## src/rtl/sap1_pkg.sv

```systemverilog
// Shared types for the SAP-1 control sequencer: opcodes, T-states and the
// packed control word carrying the twelve datapath strobes.
package sap1_pkg;

    typedef enum logic [3:0] {
        OP_LDA = 4'b0000,
        OP_ADD = 4'b0001,
        OP_SUB = 4'b0010,
        OP_OUT = 4'b1110,
        OP_HLT = 4'b1111
    } opcode_e;

    typedef enum logic [2:0] {
        T1   = 3'd0,
        T2   = 3'd1,
        T3   = 3'd2,
        T4   = 3'd3,
        T5   = 3'd4,
        T6   = 3'd5,
        HALT = 3'd6
    } tstate_e;

    typedef struct packed {
        logic pc_inc;
        logic pc_en;
        logic mar_ld;
        logic ram_en;
        logic ir_ld;
        logic ir_en;
        logic acc_ld;
        logic acc_en;
        logic su;
        logic eu;
        logic b_ld;
        logic out_ld;
    } ctrl_word_t;

    localparam ctrl_word_t CTRL_IDLE = 12'h000;

    // Map the one-hot ring counter value onto a T-state; all-zero is HALT.
    function automatic tstate_e onehot_to_tstate(input logic [5:0] oh);
        tstate_e ts;
        case (oh)
            6'b000001: ts = T1;
            6'b000010: ts = T2;
            6'b000100: ts = T3;
            6'b001000: ts = T4;
            6'b010000: ts = T5;
            6'b100000: ts = T6;
            default:   ts = HALT;
        endcase
        return ts;
    endfunction

endpackage

```

## src/rtl/sap1_ring_counter.sv

```systemverilog
// Six-position one-hot ring counter (bit0 = T1). A halt request parks it at
// all-zero, which it never leaves until clr_n; skip returns it to T1 early.
module sap1_ring_counter (
    input  logic       clk,
    input  logic       clr_n,
    input  logic       adv,
    input  logic       skip,
    input  logic       halt,
    output logic [5:0] state
);

    logic [5:0] r_state;

    // Step the ring on each enabled edge; all-zero stays all-zero when rotated.
    always_ff @(posedge clk or negedge clr_n) begin
        if (!clr_n) begin
            r_state <= 6'b000001;
        end else if (adv) begin
            if (halt) begin
                r_state <= 6'b000000;
            end else if (skip) begin
                r_state <= 6'b000001;
            end else begin
                r_state <= {r_state[4:0], r_state[5]};
            end
        end
    end

    assign state = r_state;

endmodule

```

## src/rtl/sap1_control_sequencer.sv

```systemverilog
// SAP-1 control sequencer: T1..T6 ring counter plus instruction decode that
// drives the datapath bus-enable and load strobes.
// Optional build macro SAP1_STEP_EN adds a single-step input usable while run=0.
module sap1_control_sequencer
    import sap1_pkg::*;
#(
    parameter int OPW      = 4,
    parameter int NOP_SKIP = 0
) (
`ifdef SAP1_STEP_EN
    input  logic           step,
`endif
    input  logic           clk,
    input  logic           clr_n,
    input  logic           run,
    input  logic [OPW-1:0] opcode,
    output logic [5:0]     t_state,
    output logic           halted,
    output logic           pc_inc,
    output logic           pc_en,
    output logic           mar_ld,
    output logic           ram_en,
    output logic           ir_ld,
    output logic           ir_en,
    output logic           acc_ld,
    output logic           acc_en,
    output logic           su,
    output logic           eu,
    output logic           b_ld,
    output logic           out_ld
);

    logic [5:0] w_state;
    tstate_e    w_tstate;
    logic [3:0] w_op;
    logic       w_is_lda, w_is_add, w_is_sub, w_is_out, w_is_hlt, w_is_nop;
    logic       w_en;
    logic       w_halt_req;
    logic       w_skip;
    logic       r_halted;
    ctrl_word_t w_ctrl;
    ctrl_word_t w_out;

    assign w_op     = 4'(opcode);
    assign w_is_lda = (w_op == OP_LDA);
    assign w_is_add = (w_op == OP_ADD);
    assign w_is_sub = (w_op == OP_SUB);
    assign w_is_out = (w_op == OP_OUT);
    assign w_is_hlt = (w_op == OP_HLT);
    assign w_is_nop = ~(w_is_lda | w_is_add | w_is_sub | w_is_out | w_is_hlt);

    assign w_tstate   = onehot_to_tstate(w_state);
    assign w_halt_req = (w_tstate == T4) && w_is_hlt;
    assign w_skip     = (NOP_SKIP != 0) && (w_tstate == T4) && (w_is_out || w_is_nop);

`ifdef SAP1_STEP_EN
    logic [1:0] r_step_sync;
    logic       r_step_prev;
    logic       w_step_pulse;

    // Bring the asynchronous step button into the clock domain and keep its previous level.
    always_ff @(posedge clk or negedge clr_n) begin
        if (!clr_n) begin
            r_step_sync <= 2'b00;
            r_step_prev <= 1'b0;
        end else begin
            r_step_sync <= {r_step_sync[0], step};
            r_step_prev <= r_step_sync[1];
        end
    end

    assign w_step_pulse = r_step_sync[1] & ~r_step_prev;
    assign w_en         = ~r_halted & (run | w_step_pulse);
`else
    assign w_en         = ~r_halted & run;
`endif

    sap1_ring_counter u_ring (
        .clk   (clk),
        .clr_n (clr_n),
        .adv   (w_en),
        .skip  (w_skip),
        .halt  (w_halt_req),
        .state (w_state)
    );

    // Latch the halted flag when HLT completes T4; only clr_n clears it.
    always_ff @(posedge clk or negedge clr_n) begin
        if (!clr_n) begin
            r_halted <= 1'b0;
        end else if (w_en && w_halt_req) begin
            r_halted <= 1'b1;
        end
    end

    // Decode the current T-state and opcode into the raw strobe set.
    always_comb begin
        w_ctrl = CTRL_IDLE;
        case (w_tstate)
            T1: begin
                w_ctrl.pc_en  = 1'b1;
                w_ctrl.mar_ld = 1'b1;
            end
            T2: begin
                w_ctrl.pc_inc = 1'b1;
            end
            T3: begin
                w_ctrl.ram_en = 1'b1;
                w_ctrl.ir_ld  = 1'b1;
            end
            T4: begin
                if (w_is_lda || w_is_add || w_is_sub) begin
                    w_ctrl.ir_en  = 1'b1;
                    w_ctrl.mar_ld = 1'b1;
                end else if (w_is_out) begin
                    w_ctrl.acc_en = 1'b1;
                    w_ctrl.out_ld = 1'b1;
                end else begin
                    w_ctrl = CTRL_IDLE;
                end
            end
            T5: begin
                if (w_is_lda) begin
                    w_ctrl.ram_en = 1'b1;
                    w_ctrl.acc_ld = 1'b1;
                end else if (w_is_add || w_is_sub) begin
                    w_ctrl.ram_en = 1'b1;
                    w_ctrl.b_ld   = 1'b1;
                end else begin
                    w_ctrl = CTRL_IDLE;
                end
            end
            T6: begin
                if (w_is_add) begin
                    w_ctrl.eu     = 1'b1;
                    w_ctrl.acc_ld = 1'b1;
                end else if (w_is_sub) begin
                    w_ctrl.eu     = 1'b1;
                    w_ctrl.su     = 1'b1;
                    w_ctrl.acc_ld = 1'b1;
                end else begin
                    w_ctrl = CTRL_IDLE;
                end
            end
            default: begin
                w_ctrl = CTRL_IDLE;
            end
        endcase
    end

    // Strobes only reach the datapath in cycles where the sequencer is enabled.
    always_comb begin
        if (w_en) begin
            w_out = w_ctrl;
        end else begin
            w_out = CTRL_IDLE;
        end
    end

    assign t_state = w_state;
    assign halted  = r_halted;
    assign pc_inc  = w_out.pc_inc;
    assign pc_en   = w_out.pc_en;
    assign mar_ld  = w_out.mar_ld;
    assign ram_en  = w_out.ram_en;
    assign ir_ld   = w_out.ir_ld;
    assign ir_en   = w_out.ir_en;
    assign acc_ld  = w_out.acc_ld;
    assign acc_en  = w_out.acc_en;
    assign su      = w_out.su;
    assign eu      = w_out.eu;
    assign b_ld    = w_out.b_ld;
    assign out_ld  = w_out.out_ld;

endmodule
```

## config.mk

```make
export PLATFORM = sky130hd
export DESIGN_NAME = sap1_control_sequencer
export DESIGN_NICKNAME = d
export VERILOG_FILES = /design/src/rtl/sap1_pkg.sv /design/src/rtl/sap1_ring_counter.sv /design/src/rtl/sap1_control_sequencer.sv
export SDC_FILE = /design/constraint.sdc
export NUM_CORES = 1
export LEC_CHECK = 0
export CAP_MARGIN = 0
export CORE_MARGIN = 2
export CORE_UTILIZATION = 35
export DETAILED_ROUTE_END_ITERATION = 12
export GPL_TIMING_DRIVEN = 0
export PLACE_DENSITY = 0.69
export RECOVER_POWER = 50
export REMOVE_ABC_BUFFERS = 1
export SETUP_SLACK_MARGIN = 0.3
export SYNTH_ARGS = -nofsm -noshare
export SYNTH_HDL_FRONTEND = slang
export SYNTH_SLANG_ARGS = --single-unit
```

## constraint.sdc

```tcl
create_clock -name clk -period 2.6 [get_ports clk]
set_clock_uncertainty 0.15 [all_clocks]
set_input_delay 0.78 -clock clk [delete_from_list [all_inputs] [get_ports clk]]
set_output_delay 0.78 -clock clk [all_outputs]
set_load 0.01 [all_outputs]
```

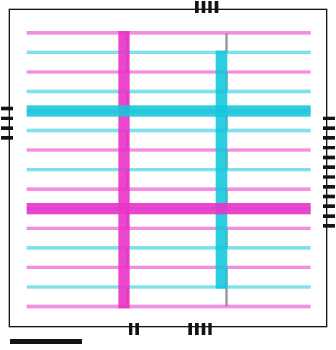
Figure 1: run 1, power grid.
The bar under the picture is 10 um long. Pins as bars on the die edge. Tap cells in gray.
Magenta marks VSS. Cyan marks VDD.
15 met1 rails follow the rows. 2 straps on met5. 2 straps on met4. The core has 14 rows.

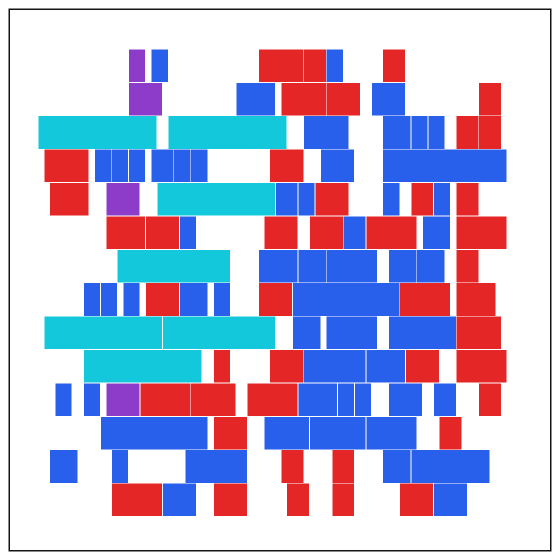
Figure 2: run 1, cell classes on the final placement.
Purple marks clock drivers and dummy loads, cells 4, share of their area 2.7%. Red marks other buffers and delay cells, cells 43, share of their area 34%. Cyan marks flops, cells 7, share of their area 19%. Blue marks combinational and other logic, cells 57, share of their area 45%.

==> out/results.txt, run 1 <==
part of the cycle the worst path needs: 104%
Buffers & Inverters on Critical Path: 4
placed instance area: 802 um^2
Pins Over Slew Limit: 0
setup TNS: -0.414 ns
area of the mapped netlist: 559 um^2
capturing instance or port of the critical path: ram_en
sequential cell area share: 18.4%
die area: 0.00193 mm^2
logic depth of the worst setup path including buffers: 7
multiplexer fraction of the synthesized cell area: 0%
area fraction in full adders, half adders and majority gates: 0%
most used cell, CP: buf_6
fin area: 987 um^2
worst flop-to-flop path startpoint: u_ring.state[0]
# Cells Yosys: 68
dpl cells: 105
Crit path largest cell delay: 0.25 ns
Worst Reg2Reg Path Length in Cells: 4
CP Class: in2out
kind of end point of the critical path: output port
Internal Dissipation: 563 uW
CTS H-tree lvls: 1
initial antenna violation count: 0
top flip-flop cell by instance count after synthesis: dfrtp_1
Flop+latch power: 249 uW
final count of hold timing violations: 0
power consumption: 990 uW
proportion of synthesized chip area in sequential cells: 31.5%
Boundary Pins: 26
count of max-cap constraint violations: 0
relative contribution of combinational cells to total power: 65.1%
DP Wirelength: 1090 um
detailed-route wire length: 1800 um
area fraction in compound gates: 14.8%
number of distinct library cell variants in the gate-level netlist after synthesis: 31
Final Wtd Congestion: 0.781
class of the worst hold path: reg2reg
global-route met3 utilization: 2.08%
grt ovf: 0
flop2flop setup slack: 0.97 ns
mean number of vias per cell: 5.31
core area: 0.00151 mm^2
transition time of the tightest slew-check pin: 0.357 ns
hold_buf cts: 0
Worst Setup Slack, final: -0.115 ns
Async S/R FF share, synth: 100%
Non-CTS buffers: 43
floorplan row count: 14
CP Data Required Time: 1.67 ns
worst slew margin relative to its limit: 76.1%
main logic family after synthesis: simple AND/OR/NAND/NOR gates
Clock transition at path regs: 0.05 ns
final setup violating endpoints: 8
Tapcell Cnt: 16
total number of nets in the final design: 119
most crowded layer after global routing: met2
fraction of final layout cells with drive strength greater than 1: 52.3%
startpoint type of the worst setup path: primary input
non-clock inverter total of the final layout: 1
fraction of power spent switching nets: 43.2%
worst hold path endpoint: u_ring.state[3]
status: complete, but fails checks
clock period minus worst slack: 2.72 ns
die outline height: 44.0 um
top layer reached by signal wires: met4
multi-input gate area in the final layout: 429 um^2
Remaining DRCs: 0
Post-CTS Repair Setup Buffers: 16
setup slack at placement: -1.04 ns
Yosys Chip Area: 559 um^2
Hold Worst Slack: 0.438 ns
maximum resistive drop on vdd: 0.572 mV
utilization after layout: 65.5%
reported clock group power: 96.6 uW
commonest cells in the synthesized netlist: 17 x nand2_1, 8 x nor2_1, 6 x dfrtp_1, 3 x nand2b_1, 3 x xor2_1
Data arrival, critical path: 1.79 ns
Non-Filler Instances: 127
Cell Pwr Density: 1000 mW/mm^2
number of CTS-inserted buffers: 3
met1 Usage GRT: 24.9%
cell at the slowest stage of the critical path: and4b_2
violations in the final reports: setup timing
Net Sw Power: 428 uW
wire per inst: 14.2 um
area taken by flip-flops and latches: 181 um^2
cell count after synthesis: 68
Leading power group: combinational logic
Area Overhead vs Synth: 76.5%
peak fanout along the critical path: 3
area fraction of clock buffers and clock inverters: 2.66%
diode insertion count for antenna repair: 0
clock network latency to the later pin of the worst-skew pair: 0.24 ns
Flop pwr share: 25.2%
P_comb: 645 uW
remaining antenna violation count after routing: 0
met3 wire length: 79 um
CTS Root Buffer Type: clkbuf_4
vias in the first global route: 668
Top cells by area: dfrtp_1 27%, nand2_1 11%, nor2_1 5.4%, dfstp_2 4.7%, xor2_1 4.7%
number of buffer cells added on primary ports: 25
leakage power summed over all cells: 0.499 nW
achievable clock frequency: 0.368 GHz
number of flip-flops and latches: 7
global routing met2 resource utilization: 36.2%
clock power share: 9.8%
TritonCTS clock tree: yes
Avg Cell Area, Syn: 8.22 um^2
post-synthesis share of cell area spent on xor and xnor gates: 4.70%
layout filler cell count: 136
total routing usage reported by global routing: 20.5%
cells along the critical path: buf_6, nor4b_4, buf_4, buf_6, and4b_2, a21o_1, buf_2
Die Width: 44.0 um
wire length of the first global-routing pass: 2900 um
basic-gate share of the synthesized area counting and, or, nand and nor cells: 43.4%
unrepaired setup endpoints after global routing: true
metal2 WL: 977 um
count of TritonRoute iterations in the first routing pass: 4
Synthesized registers: 7
most popular library cell in the synthesized design by count: nand2_1
commonest cells after routing, fill and taps aside: 17 x nand2_1, 14 x buf_2, 13 x buf_4
gate family responsible for the most delay along the worst path: simple AND/OR/NAND/NOR gates
number of violations reported at the end of detailed-routing iteration 0: 8
initial cell density of the core: 37.1%
largest area contributor in the synthesized netlist: dfrtp_1
TritonCTS sink count: 7
detailed-route via count: 674
tally of clock buffers in the finished layout: 4
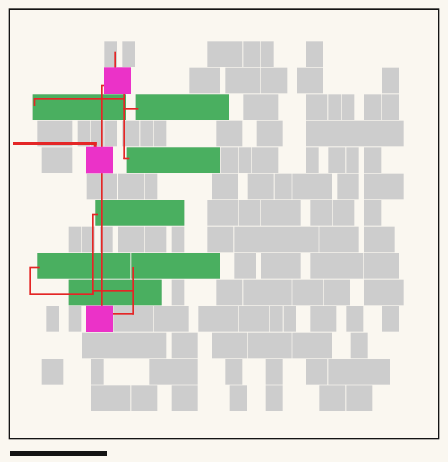
Figure 3: run 1, clock distribution.
The bar under the picture is 10 um long.
Magenta marks clock drivers, count 3. Red marks clock wires, length 88.5 um. Green marks flip-flops, count 7.
There are 4 routed clock nets.

==> run 1 -> run 2 <==
--- a/config.mk
+++ b/config.mk
@@ -9,11 +9,13 @@
 export CORE_MARGIN = 2
 export CORE_UTILIZATION = 35
 export DETAILED_ROUTE_END_ITERATION = 12
+export GPL_ROUTABILITY_DRIVEN = 0
 export GPL_TIMING_DRIVEN = 0
 export PLACE_DENSITY = 0.69
 export RECOVER_POWER = 50
 export REMOVE_ABC_BUFFERS = 1
 export SETUP_SLACK_MARGIN = 0.3
+export SLEW_MARGIN = 15
 export SYNTH_ARGS = -nofsm -noshare
 export SYNTH_HDL_FRONTEND = slang
 export SYNTH_SLANG_ARGS = --single-unit
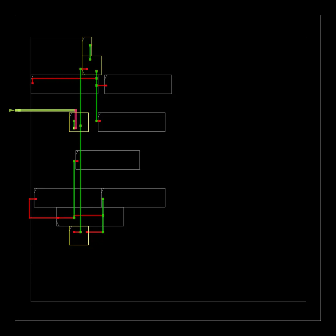
Figure 4: run 2, clock wiring as the flow saved it.
number of CTS-inserted buffers: 3
number of flip-flops and latches: 7
TritonCTS sink count: 7
clock network latency to the later pin of the worst-skew pair: 0.24 ns

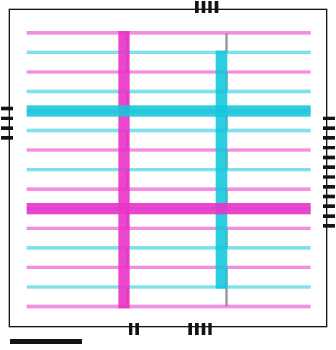
Figure 5: run 2, power grid.
The bar under the picture is 10 um long. Pins as bars on the die edge. Tap cells in gray.
Cyan marks VDD. Magenta marks VSS.
26 signal pins sit on the boundary. 2 straps on met5. 16 tap cells. 2 straps on met4. 15 met1 rails follow the rows.

==> out/results.txt, run 2 <==
# Cells Yosys: 68
fin area: 987 um^2
most used cell, CP: buf_6
Non-CTS buffers: 43
part of the cycle the worst path needs: 104%
non-clock inverter total of the final layout: 1
area fraction of clock buffers and clock inverters: 2.66%
area fraction in full adders, half adders and majority gates: 0%
top flip-flop cell by instance count after synthesis: dfrtp_1
Area Overhead vs Synth: 76.5%
CP Data Required Time: 1.67 ns
final setup violating endpoints: 8
utilization after layout: 65.5%
tally of clock buffers in the finished layout: 4
hold_buf cts: 0
Leading power group: combinational logic
final count of hold timing violations: 0
Flop+latch power: 249 uW
post-synthesis share of cell area spent on xor and xnor gates: 4.70%
leakage power summed over all cells: 0.499 nW
mean number of vias per cell: 5.31
most popular library cell in the synthesized design by count: nand2_1
unrepaired setup endpoints after global routing: true
Flop pwr share: 25.2%
Top cells by area: dfrtp_1 27%, nand2_1 11%, nor2_1 5.4%, dfstp_2 4.7%, xor2_1 4.7%
number of distinct library cell variants in the gate-level netlist after synthesis: 31
startpoint type of the worst setup path: primary input
core area: 0.00151 mm^2
global routing met2 resource utilization: 36.2%
detailed-route via count: 674
CTS Root Buffer Type: clkbuf_4
logic depth of the worst setup path including buffers: 7
Async S/R FF share, synth: 100%
reported clock group power: 96.6 uW
area taken by flip-flops and latches: 181 um^2
basic-gate share of the synthesized area counting and, or, nand and nor cells: 43.4%
multi-input gate area in the final layout: 429 um^2
P_comb: 645 uW
main logic family after synthesis: simple AND/OR/NAND/NOR gates
global-route met3 utilization: 2.08%
Synthesized registers: 7
dpl cells: 105
floorplan row count: 14
Cell Pwr Density: 1000 mW/mm^2
Avg Cell Area, Syn: 8.22 um^2
Die Width: 44.0 um
Internal Dissipation: 563 uW
wire length of the first global-routing pass: 2900 um
most crowded layer after global routing: met2
class of the worst hold path: reg2reg
multi-input gate share of total cell area: 43.5%
met3 wire length: 79 um
clock period minus worst slack: 2.72 ns
relative contribution of combinational cells to total power: 65.1%
fraction of power spent switching nets: 43.2%
Pins Over Slew Limit: 0
Non-Filler Instances: 127
commonest cells in the synthesized netlist: 17 x nand2_1, 8 x nor2_1, 6 x dfrtp_1, 3 x nand2b_1, 3 x xor2_1
Worst Reg2Reg Path Length in Cells: 4
flop2flop setup slack: 0.97 ns
status: complete, but fails checks
peak fanout along the critical path: 3
maximum resistive drop on vdd: 0.572 mV
initial antenna violation count: 0
number of violations reported at the end of detailed-routing iteration 0: 8
Yosys Chip Area: 559 um^2
setup slack at placement: -1.04 ns
worst hold path endpoint: u_ring.state[3]
CTS H-tree lvls: 1
violations in the final reports: setup timing
gate family responsible for the most delay along the worst path: simple AND/OR/NAND/NOR gates
sequential cell area share: 18.4%
worst slew margin relative to its limit: 76.1%
Buffers & Inverters on Critical Path: 4
die area: 0.00193 mm^2
fraction of final layout cells with drive strength greater than 1: 52.3%
number of buffer cells added on primary ports: 25
clock buffer depth: 2
Tapcell Cnt: 16
cells along the critical path: buf_6, nor4b_4, buf_4, buf_6, and4b_2, a21o_1, buf_2
metal2 WL: 977 um
Remaining DRCs: 0
achievable clock frequency: 0.368 GHz
area of the mapped netlist: 559 um^2
vias in the first global route: 668
cell at the slowest stage of the critical path: and4b_2
capturing instance or port of the critical path: ram_en
count of max-cap constraint violations: 0
Worst Setup Slack, final: -0.115 ns
detailed-route wire length: 1800 um
placed instance area: 802 um^2
transition time of the tightest slew-check pin: 0.357 ns
Crit path largest cell delay: 0.25 ns
clock power share: 9.8%
initial cell density of the core: 37.1%
setup TNS: -0.414 ns
total number of nets in the final design: 119
diode insertion count for antenna repair: 0
remaining antenna violation count after routing: 0
die outline height: 44.0 um
proportion of synthesized chip area in sequential cells: 31.5%
cell count after synthesis: 68
DP Wirelength: 1090 um
CP Class: in2out
area fraction in compound gates: 14.8%
Clock transition at path regs: 0.05 ns
wire per inst: 14.2 um
Boundary Pins: 26
Net Sw Power: 428 uW
count of TritonRoute iterations in the first routing pass: 4
power consumption: 990 uW
Hold Worst Slack: 0.438 ns
largest area contributor in the synthesized netlist: dfrtp_1
grt ovf: 0
kind of end point of the critical path: output port
worst flop-to-flop path startpoint: u_ring.state[0]
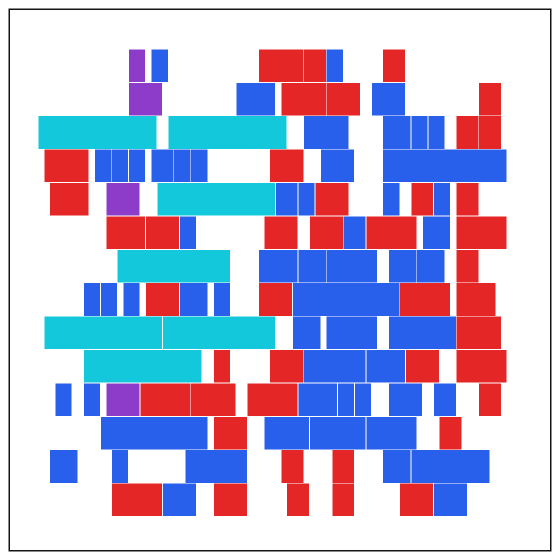
Figure 6: run 2, cell classes on the final placement.
Purple marks clock drivers and dummy loads, cells 4, share of their area 2.7%. Red marks other buffers and delay cells, cells 43, share of their area 34%. Cyan marks flops, cells 7, share of their area 19%. Blue marks combinational and other logic, cells 57, share of their area 45%.

Figure 7. Metal layers overlaid (run 2).
The bar under the picture is 10 um long. Only two layers are drawn.
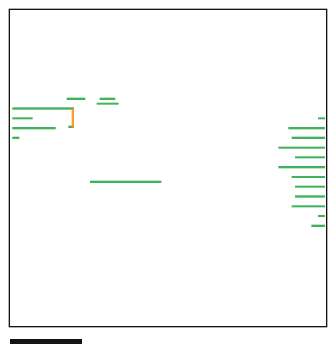

==> run 2 -> run 3 <==
--- a/config.mk
+++ b/config.mk
@@ -7,11 +7,12 @@
 export LEC_CHECK = 0
 export CAP_MARGIN = 0
 export CORE_MARGIN = 2
-export CORE_UTILIZATION = 35
+export CORE_UTILIZATION = 39
+export CTS_CLUSTER_DIAMETER = 80
 export DETAILED_ROUTE_END_ITERATION = 12
 export GPL_ROUTABILITY_DRIVEN = 0
 export GPL_TIMING_DRIVEN = 0
-export PLACE_DENSITY = 0.69
+export PLACE_DENSITY = 0.76
 export RECOVER_POWER = 50
 export REMOVE_ABC_BUFFERS = 1
 export SETUP_SLACK_MARGIN = 0.3
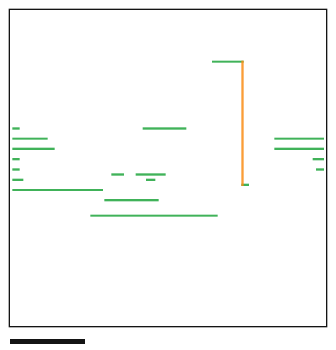
Figure 8: run 3, metal layers overlaid.
The bar under the picture is 10 um long. Only two layers are drawn.
Orange marks metal 4, wire length 16.3 um. Green marks metal 3, wire length 78.7 um.

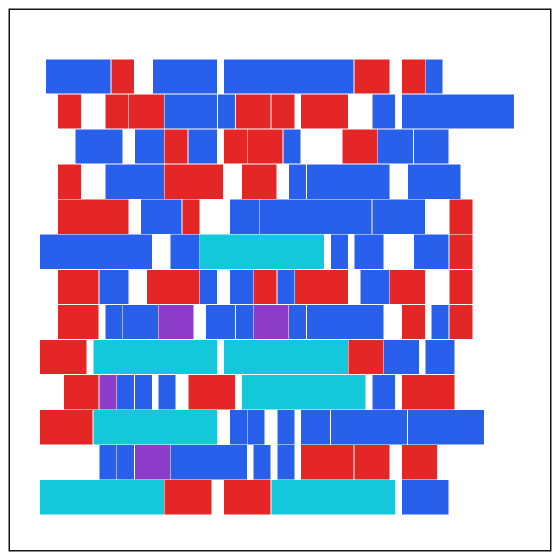
Figure 9: run 3, cell classes on the final placement.
Red marks other buffers and delay cells, cells 40, share of their area 31%. Cyan marks flops, cells 7, share of their area 18%. Purple marks clock drivers and dummy loads, cells 4, share of their area 2.6%. Blue marks combinational and other logic, cells 57, share of their area 48%.

==> out/results.txt, run 3 <==
cell at the slowest stage of the critical path: and4b_2
Non-Filler Instances: 123
gate family responsible for the most delay along the worst path: simple AND/OR/NAND/NOR gates
commonest cells in the synthesized netlist: 17 x nand2_1, 8 x nor2_1, 6 x dfrtp_1, 3 x nand2b_1, 3 x xor2_1
status: complete, but fails checks
final count of hold timing violations: 0
violations in the final reports: setup timing
wire per inst: 16.6 um
utilization after layout: 77.0%
area taken by flip-flops and latches: 184 um^2
final setup violating endpoints: 3
multi-input gate area in the final layout: 474 um^2
floorplan row count: 13
number of flip-flops and latches: 7
grt ovf: 0
total routing usage reported by global routing: 22.0%
transition time of the tightest slew-check pin: 0.400 ns
most crowded layer after global routing: met2
Avg Cell Area, Syn: 8.22 um^2
fin area: 0.00101 mm^2
area fraction of clock buffers and clock inverters: 2.59%
Synthesized registers: 7
met3 wire length: 78 um
initial antenna violation count: 0
worst hold path endpoint: halted
# Cells Yosys: 68
Net Sw Power: 479 uW
Internal Dissipation: 589 uW
cell count after synthesis: 68
core area: 0.00132 mm^2
Remaining DRCs: 0
maximum resistive drop on vdd: 0.777 mV
number of CTS-inserted buffers: 3
clock period minus worst slack: 2.63 ns
top layer reached by signal wires: met4
remaining antenna violation count after routing: 0
top flip-flop cell by instance count after synthesis: dfrtp_1
Clock transition at path regs: 0.06 ns
clock power share: 9.3%
Worst Reg2Reg Path Length in Cells: 5
TritonCTS sink count: 7
hold_buf cts: 0
basic-gate share of the synthesized area counting and, or, nand and nor cells: 43.4%
Worst Setup Slack, final: -0.0344 ns
Boundary Pins: 26
DP Wirelength: 1140 um
global routing met2 resource utilization: 41.3%
multi-input gate share of total cell area: 46.7%
Cell Pwr Density: 1050 mW/mm^2
area of the mapped netlist: 559 um^2
global-route met3 utilization: 2.61%
CTS H-tree lvls: 1
detailed-route via count: 668
Hold Worst Slack: 0.423 ns
main logic family after synthesis: simple AND/OR/NAND/NOR gates
wire length of the first global-routing pass: 2990 um
Flop pwr share: 25.9%
Data arrival, critical path: 1.70 ns
largest area contributor in the synthesized netlist: dfrtp_1
diode insertion count for antenna repair: 0
leakage power summed over all cells: 0.507 nW
power consumption: 1.07 mW
Buffers & Inverters on Critical Path: 3
kind of end point of the critical path: output port
detailed-route wire length: 2040 um
setup TNS: -0.0427 ns
Async S/R FF share, synth: 100%
proportion of synthesized chip area in sequential cells: 31.5%
metal2 WL: 1050 um
Non-CTS buffers: 40
area fraction in compound gates: 14.8%
dpl cells: 104
vias in the first global route: 611
die area: 0.00175 mm^2
die outline height: 41.9 um
total number of nets in the final design: 116
Top cells by area: dfrtp_1 27%, nand2_1 11%, nor2_1 5.4%, dfstp_2 4.7%, xor2_1 4.7%
relative contribution of combinational cells to total power: 64.7%
area fraction in full adders, half adders and majority gates: 0%
Pins Over Slew Limit: 0
TritonCTS clock tree: yes
mean number of vias per cell: 5.43
worst slew margin relative to its limit: 73.2%
Yosys Chip Area: 559 um^2
sequential cell area share: 18.1%
Flop+latch power: 277 uW
most popular library cell in the synthesized design by count: nand2_1
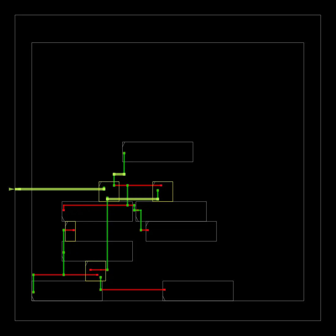
Figure 10: run 3, clock wiring as the flow saved it.
clock network latency to the later pin of the worst-skew pair: 0.25 ns
tally of clock buffers in the finished layout: 4
reported clock group power: 99.6 uW

Power is estimated from default activity; no workload was simulated.
